class_map.png
Drawn at 4 px/um.
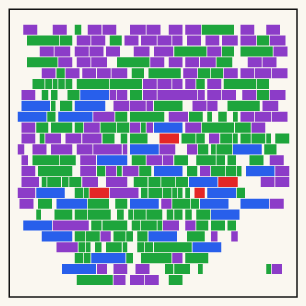
clock_wires.png
Drawn at 6 px/um.
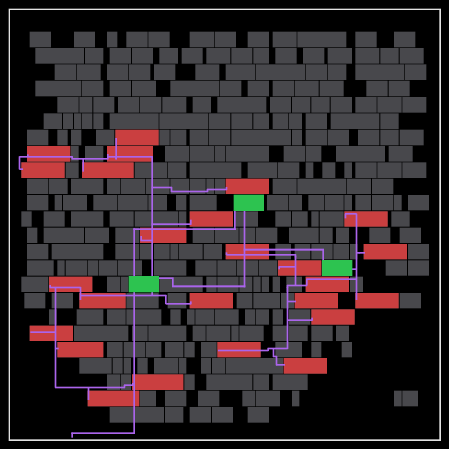
port_trees.png
Drawn at 6 px/um.
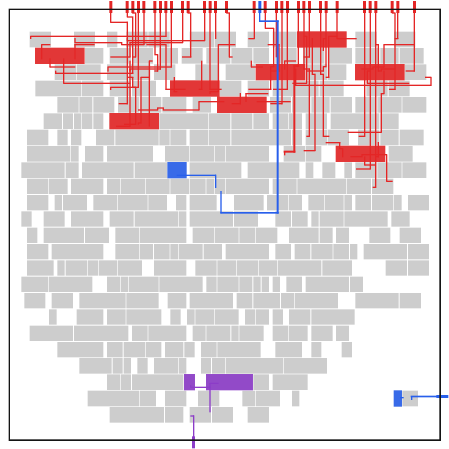
m3.png
Drawn at 4 px/um.
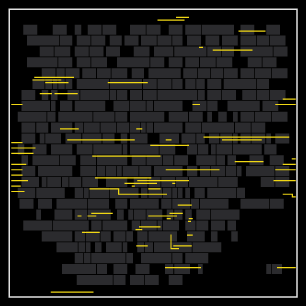
clock_nets.png
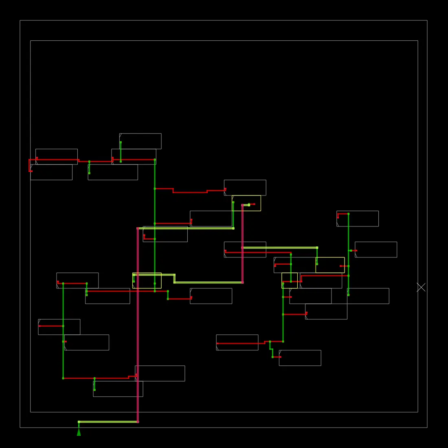
[config.mk]
export PLATFORM = sky130hd
export DESIGN_NAME = usb_tx_sched_flat
export DESIGN_NICKNAME = d
export VERILOG_FILES = /design/src/rtl/usb_tx_sched_pkg.sv /design/src/rtl/usb_tx_sched_if.sv /design/src/rtl/usb_tx_sched_ep_mux.sv /design/src/rtl/usb_tx_sched.sv /design/src/flat_wrapper.sv
export SDC_FILE = /design/constraint.sdc
export NUM_CORES = 1
export LEC_CHECK = 0
export CORE_MARGIN = 1.5
export CORE_UTILIZATION = 37
export CTS_CLUSTER_SIZE = 25
export DETAILED_ROUTE_END_ITERATION = 16
export GPL_TIMING_DRIVEN = 0
export PLACE_DENSITY = 0.76
export SLEW_MARGIN = 20
export SYNTH_ARGS = -nofsm -noshare
export SYNTH_HDL_FRONTEND = slang
export SYNTH_SLANG_ARGS = --single-unit
[constraint.sdc]
create_clock -name clock -period 1.3 [get_ports clock]
set_input_delay 0.13 -clock clock [delete_from_list [all_inputs] [get_ports clock]]
set_output_delay 0.13 -clock clock [all_outputs]
set_load 0.01 [all_outputs]
[src/rtl/usb_tx_sched_pkg.sv]
// Shared definitions for the USB device transmit scheduler: handshake and
// data PID selectors, FSM states and endpoint-index width helper.
package usb_tx_sched_pkg;

    localparam logic [1:0] HskAck   = 2'b00;
    localparam logic [1:0] HskNak   = 2'b10;
    localparam logic [1:0] HskStall = 2'b11;

    localparam logic [1:0] TrnData0 = 2'b00;
    localparam logic [1:0] TrnData1 = 2'b10;

    typedef enum logic [2:0] {
        StIdle,
        StHsk,
        StHskEnd,
        StDpid,
        StDxfer,
        StDack
    } state_e;

    // Width of an endpoint index, never below one bit.
    function automatic int unsigned epw(int unsigned n);
        if (n > 1) begin
            return unsigned'($clog2(n));
        end
        return 32'd1;
    endfunction

    function automatic logic [1:0] data_type(logic tog);
        return tog ? TrnData1 : TrnData0;
    endfunction

endpackage

[src/rtl/usb_tx_sched_if.sv]
// Scheduler <-> usb_encode connection: handshake port, transaction stream and
// taps of the encoder's transmit output.
interface usb_tx_sched_if;

    logic       hsk_send;
    logic [1:0] hsk_type;
    logic       hsk_done;
    logic       trn_start;
    logic [1:0] trn_type;
    logic       trn_tvalid;
    logic       trn_tready;
    logic       trn_tlast;
    logic [7:0] trn_tdata;
    logic       mon_tvalid;
    logic       mon_tready;
    logic       mon_tlast;

    modport master (
        output hsk_send, hsk_type, trn_start, trn_type, trn_tvalid, trn_tlast, trn_tdata,
        input  hsk_done, trn_tready, mon_tvalid, mon_tready, mon_tlast
    );

    modport slave (
        input  hsk_send, hsk_type, trn_start, trn_type, trn_tvalid, trn_tlast, trn_tdata,
        output hsk_done, trn_tready, mon_tvalid, mon_tready, mon_tlast
    );

endinterface

[src/rtl/usb_tx_sched_ep_mux.sv]
// NUM_EP-way AXI-S byte mux: routes the selected endpoint source to one sink
// while enabled; every other source sees tready low.
module usb_tx_sched_ep_mux
    import usb_tx_sched_pkg::*;
#(
    parameter int unsigned NUM_EP = 4
) (
    input  logic                      en_i,
    input  logic [epw(NUM_EP)-1:0]    sel_i,
    input  logic [NUM_EP-1:0]         s_tvalid_i,
    output logic [NUM_EP-1:0]         s_tready_o,
    input  logic [NUM_EP-1:0]         s_tlast_i,
    input  logic [8*NUM_EP-1:0]       s_tdata_i,
    output logic                      m_tvalid_o,
    input  logic                      m_tready_i,
    output logic                      m_tlast_o,
    output logic [7:0]                m_tdata_o
);

    localparam int unsigned EPW = epw(NUM_EP);

    always_comb begin
        s_tready_o = '0;
        m_tvalid_o = 1'b0;
        m_tlast_o  = 1'b0;
        m_tdata_o  = 8'h00;
        for (int k = 0; k < NUM_EP; k++) begin
            if (en_i && sel_i == EPW'(k)) begin
                s_tready_o[k] = m_tready_i;
                m_tvalid_o    = s_tvalid_i[k];
                m_tlast_o     = s_tlast_i[k];
                m_tdata_o     = s_tdata_i[8*k +: 8];
            end
        end
    end

endmodule

[src/rtl/usb_tx_sched.sv]
// Device-side transmit scheduler in front of usb_encode: sends handshakes and
// IN data packets, tracks DATA0/1 toggles and waits for the host ACK.
module usb_tx_sched
    import usb_tx_sched_pkg::*;
#(
    parameter int unsigned NUM_EP  = 4,
    parameter int unsigned TIMEOUT = 816
) (
    input  logic                   clock,
    input  logic                   reset_n,
    input  logic                   hsk_req_i,
    input  logic [1:0]             hsk_sel_i,
    output logic                   hsk_ack_o,
    input  logic                   dat_req_i,
    input  logic [epw(NUM_EP)-1:0] dat_ep_i,
    input  logic                   dat_zlp_i,
    output logic                   dat_ack_o,
    output logic                   dat_ok_o,
    input  logic                   ack_rcvd_i,
    input  logic                   setup_i,
    input  logic [epw(NUM_EP)-1:0] setup_ep_i,
    input  logic [NUM_EP-1:0]      ep_tvalid_i,
    output logic [NUM_EP-1:0]      ep_tready_o,
    input  logic [NUM_EP-1:0]      ep_tlast_i,
    input  logic [8*NUM_EP-1:0]    ep_tdata_i,
    usb_tx_sched_if.master         enc,
    output logic                   busy_o
);

    localparam int unsigned EPW = epw(NUM_EP);
    localparam int unsigned CW  = $clog2(TIMEOUT);

    state_e            state_q, state_d;
    logic [NUM_EP-1:0] tog_q, tog_d;
    logic [EPW-1:0]    ep_q, ep_d;
    logic              zlp_q, zlp_d;
    logic [1:0]        hsk_type_q, hsk_type_d;
    logic [CW-1:0]     cnt_q, cnt_d;
    logic              hsk_ack_q, hsk_ack_d;
    logic              dat_ack_q, dat_ack_d;
    logic              dat_ok_q, dat_ok_d;

    logic       mux_en;
    logic       mux_tvalid;
    logic       mux_tlast;
    logic [7:0] mux_tdata;
    logic       tx_last_fire;

    assign tx_last_fire = enc.mon_tvalid & enc.mon_tready & enc.mon_tlast;

    always_comb begin
        state_d    = state_q;
        tog_d      = tog_q;
        ep_d       = ep_q;
        zlp_d      = zlp_q;
        hsk_type_d = hsk_type_q;
        cnt_d      = cnt_q;
        hsk_ack_d  = 1'b0;
        dat_ack_d  = 1'b0;
        dat_ok_d   = 1'b0;
        unique case (state_q)
            StIdle: begin
                if (hsk_req_i) begin
                    state_d    = StHsk;
                    hsk_type_d = hsk_sel_i;
                end else if (dat_req_i) begin
                    state_d = StDpid;
                    // Out-of-range endpoints degrade to a ZLP on endpoint 0.
                    if (32'(dat_ep_i) < NUM_EP) begin
                        ep_d  = dat_ep_i;
                        zlp_d = dat_zlp_i;
                    end else begin
                        ep_d  = '0;
                        zlp_d = 1'b1;
                    end
                end
            end
            StHsk: begin
                if (enc.hsk_done) begin
                    state_d   = StHskEnd;
                    hsk_ack_d = 1'b1;
                end
            end
            StHskEnd: begin
                if (!enc.hsk_done) begin
                    state_d = StIdle;
                end
            end
            StDpid: begin
                state_d = StDxfer;
            end
            StDxfer: begin
                if (tx_last_fire) begin
                    state_d = StDack;
                    cnt_d   = '0;
                end
            end
            StDack: begin
                cnt_d = cnt_q + CW'(1);
                if (ack_rcvd_i) begin
                    tog_d[ep_q] = ~tog_q[ep_q];
                    dat_ack_d   = 1'b1;
                    dat_ok_d    = 1'b1;
                    state_d     = StIdle;
                end else if (cnt_q == CW'(TIMEOUT - 1)) begin
                    dat_ack_d = 1'b1;
                    state_d   = StIdle;
                end
            end
            default: state_d = StIdle;
        endcase
        // Applied last so SETUP overrides an ACK flip on the same endpoint.
        if (setup_i && 32'(setup_ep_i) < NUM_EP) begin
            tog_d[setup_ep_i] = 1'b1;
        end
    end

    always_ff @(posedge clock) begin
        if (!reset_n) begin
            state_q    <= StIdle;
            tog_q      <= '0;
            ep_q       <= '0;
            zlp_q      <= 1'b0;
            hsk_type_q <= 2'b00;
            cnt_q      <= '0;
            hsk_ack_q  <= 1'b0;
            dat_ack_q  <= 1'b0;
            dat_ok_q   <= 1'b0;
        end else begin
            state_q    <= state_d;
            tog_q      <= tog_d;
            ep_q       <= ep_d;
            zlp_q      <= zlp_d;
            hsk_type_q <= hsk_type_d;
            cnt_q      <= cnt_d;
            hsk_ack_q  <= hsk_ack_d;
            dat_ack_q  <= dat_ack_d;
            dat_ok_q   <= dat_ok_d;
        end
    end

    assign mux_en = (state_q == StDxfer) && !zlp_q;

    usb_tx_sched_ep_mux #(
        .NUM_EP (NUM_EP)
    ) u_ep_mux (
        .en_i       (mux_en),
        .sel_i      (ep_q),
        .s_tvalid_i (ep_tvalid_i),
        .s_tready_o (ep_tready_o),
        .s_tlast_i  (ep_tlast_i),
        .s_tdata_i  (ep_tdata_i),
        .m_tvalid_o (mux_tvalid),
        .m_tready_i (enc.trn_tready),
        .m_tlast_o  (mux_tlast),
        .m_tdata_o  (mux_tdata)
    );

    always_comb begin
        enc.hsk_send   = (state_q == StHsk);
        enc.hsk_type   = hsk_type_q;
        enc.trn_start  = (state_q == StDpid);
        enc.trn_type   = (state_q == StDpid) ? data_type(tog_q[ep_q]) : 2'b00;
        enc.trn_tvalid = mux_tvalid;
        // A ZLP is signalled as tlast without tvalid alongside the start strobe.
        enc.trn_tlast  = (state_q == StDpid) ? zlp_q : mux_tlast;
        enc.trn_tdata  = mux_tdata;
    end

    assign hsk_ack_o = hsk_ack_q;
    assign dat_ack_o = dat_ack_q;
    assign dat_ok_o  = dat_ok_q;
    assign busy_o    = (state_q != StIdle);

endmodule

[src/flat_wrapper.sv]
// flat-port wrapper written by rule: the top's interface ports become plain ports
module usb_tx_sched_flat import usb_tx_sched_pkg::*;
#(
    parameter int unsigned NUM_EP  = 4,
    parameter int unsigned TIMEOUT = 816
)
  (clock, reset_n, hsk_req_i, hsk_sel_i, hsk_ack_o, dat_req_i, dat_ep_i, dat_zlp_i, dat_ack_o, dat_ok_o, ack_rcvd_i, setup_i, setup_ep_i, ep_tvalid_i, ep_tready_o, ep_tlast_i, ep_tdata_i, busy_o, enc_hsk_send, enc_hsk_type, enc_trn_start, enc_trn_type, enc_trn_tvalid, enc_trn_tlast, enc_trn_tdata, enc_hsk_done, enc_trn_tready, enc_mon_tvalid, enc_mon_tready, enc_mon_tlast);
  usb_tx_sched_if enc_i ();
  input  logic clock;
  input  logic reset_n;
  input  logic hsk_req_i;
  input  logic [1:0] hsk_sel_i;
  output logic hsk_ack_o;
  input  logic dat_req_i;
  input  logic [epw(NUM_EP)-1:0] dat_ep_i;
  input  logic dat_zlp_i;
  output logic dat_ack_o;
  output logic dat_ok_o;
  input  logic ack_rcvd_i;
  input  logic setup_i;
  input  logic [epw(NUM_EP)-1:0] setup_ep_i;
  input  logic [NUM_EP-1:0] ep_tvalid_i;
  output logic [NUM_EP-1:0] ep_tready_o;
  input  logic [NUM_EP-1:0] ep_tlast_i;
  input  logic [8*NUM_EP-1:0] ep_tdata_i;
  output logic busy_o;
  output wire logic [$bits(enc_i.hsk_send)-1:0] enc_hsk_send;
  output wire logic [$bits(enc_i.hsk_type)-1:0] enc_hsk_type;
  output wire logic [$bits(enc_i.trn_start)-1:0] enc_trn_start;
  output wire logic [$bits(enc_i.trn_type)-1:0] enc_trn_type;
  output wire logic [$bits(enc_i.trn_tvalid)-1:0] enc_trn_tvalid;
  output wire logic [$bits(enc_i.trn_tlast)-1:0] enc_trn_tlast;
  output wire logic [$bits(enc_i.trn_tdata)-1:0] enc_trn_tdata;
  input wire logic [$bits(enc_i.hsk_done)-1:0] enc_hsk_done;
  input wire logic [$bits(enc_i.trn_tready)-1:0] enc_trn_tready;
  input wire logic [$bits(enc_i.mon_tvalid)-1:0] enc_mon_tvalid;
  input wire logic [$bits(enc_i.mon_tready)-1:0] enc_mon_tready;
  input wire logic [$bits(enc_i.mon_tlast)-1:0] enc_mon_tlast;
  assign enc_hsk_send = enc_i.hsk_send;
  assign enc_hsk_type = enc_i.hsk_type;
  assign enc_trn_start = enc_i.trn_start;
  assign enc_trn_type = enc_i.trn_type;
  assign enc_trn_tvalid = enc_i.trn_tvalid;
  assign enc_trn_tlast = enc_i.trn_tlast;
  assign enc_trn_tdata = enc_i.trn_tdata;
  assign enc_i.hsk_done = enc_hsk_done;
  assign enc_i.trn_tready = enc_trn_tready;
  assign enc_i.mon_tvalid = enc_mon_tvalid;
  assign enc_i.mon_tready = enc_mon_tready;
  assign enc_i.mon_tlast = enc_mon_tlast;
  usb_tx_sched #(.NUM_EP(NUM_EP), .TIMEOUT(TIMEOUT)) u_core (.clock(clock), .reset_n(reset_n), .hsk_req_i(hsk_req_i), .hsk_sel_i(hsk_sel_i), .hsk_ack_o(hsk_ack_o), .dat_req_i(dat_req_i), .dat_ep_i(dat_ep_i), .dat_zlp_i(dat_zlp_i), .dat_ack_o(dat_ack_o), .dat_ok_o(dat_ok_o), .ack_rcvd_i(ack_rcvd_i), .setup_i(setup_i), .setup_ep_i(setup_ep_i), .ep_tvalid_i(ep_tvalid_i), .ep_tready_o(ep_tready_o), .ep_tlast_i(ep_tlast_i), .ep_tdata_i(ep_tdata_i), .enc(enc_i), .busy_o(busy_o));
endmodule
==> results.cfg <==
; physical design summary
[critical_path]
crit_type = flip-flop to primary output
startpoint = u_core.state_q[0]
start_kind = flip-flop
cp.arrival_ns = 1.70
critPathMaxFanout = 3
r2r_end = u_core.cnt_q[6]

[run_status]
violations = design-rule violations, negative setup slack
status = finished with violations

[pwr]
peakVddDrop_mv = 0.7105
p_leak_uw = 0.001304

[sta]
slew_violations = 0
fin_ws_ns = -0.5342
rsz0062_at_grt = true
relSlewSlack_pct = 58.80
setup-violations-final = 38
min_period_ns = 1.834

[floorplanning]
fp-utilization_pct = 39.13
core_area_sq_um = 4444
core.rowCount = 24

[worst_hold_path]
worst_hold_path.endpoint = u_core.zlp_q
min_from = dat_zlp_i

[placement]
dpl_cell_area_sq_um = 2675
gp_congestion = 0.7811

[detailed_routing]
dr.pass1.iters = 10
drc_errors = 1
wl_per_cell_um = 18.66
ant_nets = 0
drt_iter0_markers = 99

[logic_synthesis]
yosys_area_sq_um = 1739
synth_area_per_cell_sq_um = 9.058
synth_cell_types = 49
synth-edff-count = 0
postSynthSeqShare_pct = 28.78
yosys_warnings = 0

[cells_and_area]
antenna-diode-count = 0
syn_to_final_growth_pct = 95.83
layout_top_cell = clkdlybuf4s50_1
fin_cells = 361

[grt]
use_met1_pct = 34.78
grt.overflow.total = 0
grt_usage_pct = 26.56
antenna_found_initial = 0
grt_pass1_wl_um = 10660

[flow_run]
tool_warnings = 29
cap_violations = 0

[cts]
cts_tree = done
h-tree-depth = 1
Notes on class_map.png above:
remaining logic cells: in green, cells 150, share of their area 43%. registers: in blue, cells 25, share of their area 15%. remaining buffers and delay cells: in purple, cells 130, share of their area 40%. clock drivers and dummy loads: in red, cells 4, share of their area 1.5%.
final core occ: 76.63%
Seq/total area: 15.17%
post-route cell area: 3406 sq um

Notes on clock_wires.png above:
flip-flops: in red, count 25. clock-net drivers: in green, count 3. clock wires: in purple, length 348 um.
There are 4 routed clock nets.
Clk power: 497 uW
clock skew: 0.01359 ns
Clock power frac: 19.0%
Insertion Delay late pin: 0.29 ns

Notes on port_trees.png above:
ep_tdata_i: in red, direction input, edge top, end cells 8, buffers 32, wire 804 um. enc_trn_type: in blue, direction output, edge 1 right, 1 top, end cells 2, buffers 2, wire 63.4 um. enc_mon_tvalid: in purple, direction input, edge bottom, end cells 2, buffers 1, wire 13.7 um.
Ports: 82
IO buf count: 80

Notes on m3.png above:
The layer carries 355 um of wire. The layer holds 5.3% of the routed length. 50 nets have wire on it. The longest straight run is 21.2 um.
GR Util met3: 4.501%
Via Count: 2080
drt total wl: 6735 um

Notes on clock_nets.png above:
CTS buffer count: 3
CTS sink cnt: 25
sequential cell count: 25

logic make-up after synthesis:
family,count (synthesis),synth area share (%)
mux,17,17.77
simple gates,86,30.22
other cells,1,0.2156
buf+inv,21,6.259
flops,25,28.78
compound gates,41,16.05
fa+ha+maj,1,0.7193
power breakdown:
group / switching [uW] / internal, uW
registers: 49.3 / 823
logic: 497 / 745
clock network: 278 / 218
cell usage after synthesis, types with 2 or more instances:
library cell,count,share of area [%]
dfxtp_1,25,29
nand2_1,15,3.2
and2_1,11,4.0
mux4_2,11,14
nand2b_1,9,3.2
nor2_1,9,1.9
a21oi_1,8,2.3
o21ai_0,8,2.3
nand3_1,7,2.0
buf_2,6,1.7
nor3_1,6,1.7
a31oi_1,5,1.8
mux2i_1,5,2.9
o211ai_1,5,2.2
buf_4,4,1.7
clkbuf_1,4,0.86
inv_1,4,0.86
nor4_1,4,1.4
and3b_1,3,1.5
and4b_1,3,1.7
o311ai_0,3,1.5
or4_1,3,1.3
or4b_1,3,1.7
a311oi_1,2,1.0
buf_1,2,0.43
nand4b_1,2,1.0
nor3b_1,2,0.86
nor4b_1,2,1.0
final cells by class:
| type | instances | area (sq um) | area share (%) |
|---|---|---|---|
| plain buffers | 16 | 177.7 | 5.217 |
| clock buffers | 3 | 41.29 | 1.212 |
| clock inverters | 1 | 7.507 | 0.2204 |
| inverters | 4 | 15.01 | 0.4409 |
| multi-input cells | 146 | 1421 | 41.73 |
| flip-flops and latches | 25 | 516.7 | 15.17 |
| well taps | 52 | 65.06 | 1.910 |
| repair buffers | 114 | 1161 | 34.09 |
flip-flops by register name (all words and copies together) (netlist names):
register             cells
u_core.cnt_q            10
u_core.dat_ack_o         1
u_core.dat_ok_o          1
u_core.enc.hsk_type      2
u_core.ep_q              2
u_core.hsk_ack_o         1
u_core.state_q           3
u_core.tog_q             4
u_core.zlp_q             1
what timing repair did:
item / in CTS / in global routing
resized: 166 / 31
pin swaps: 26 / 14
cloned: 2 / 0
endpoints found under the setup margin: 44 / 41
setup buffers: 28 / 8
hold buffers: 0 / 0
endpoints found under the hold margin: 0 / 0
layer usage:
layer,vias up,share of wire [%]
met3,23,5.3
li1,979,-
met1,983,41
met2,95,50
met5,-,0
met4,0,3.0
worst max-delay path, cell delays in order, from the launching register on:
cell and delay, ns:
dfxtp_2 0.35, buf_6 0.13, nor4b_4 0.33, clkbuf_8 0.20, buf_6 0.09, buf_6 0.08, a22o_1 0.10, buf_2 0.13
through the flow:
| stage | setup TNS [ns] | hold slack [ns] |
|---|---|---|
| finish | -11.31 | 0.3954 |
| detailed placement | -20.33 | 0.4749 |
| global placement | -19.51 | 0.4736 |
| floorplan | -0.4141 | 0.2387 |
| CTS | -10.07 | 0.4024 |
| global route | -13.21 | 0.4084 |
Power and IR drop assume default switching activity.
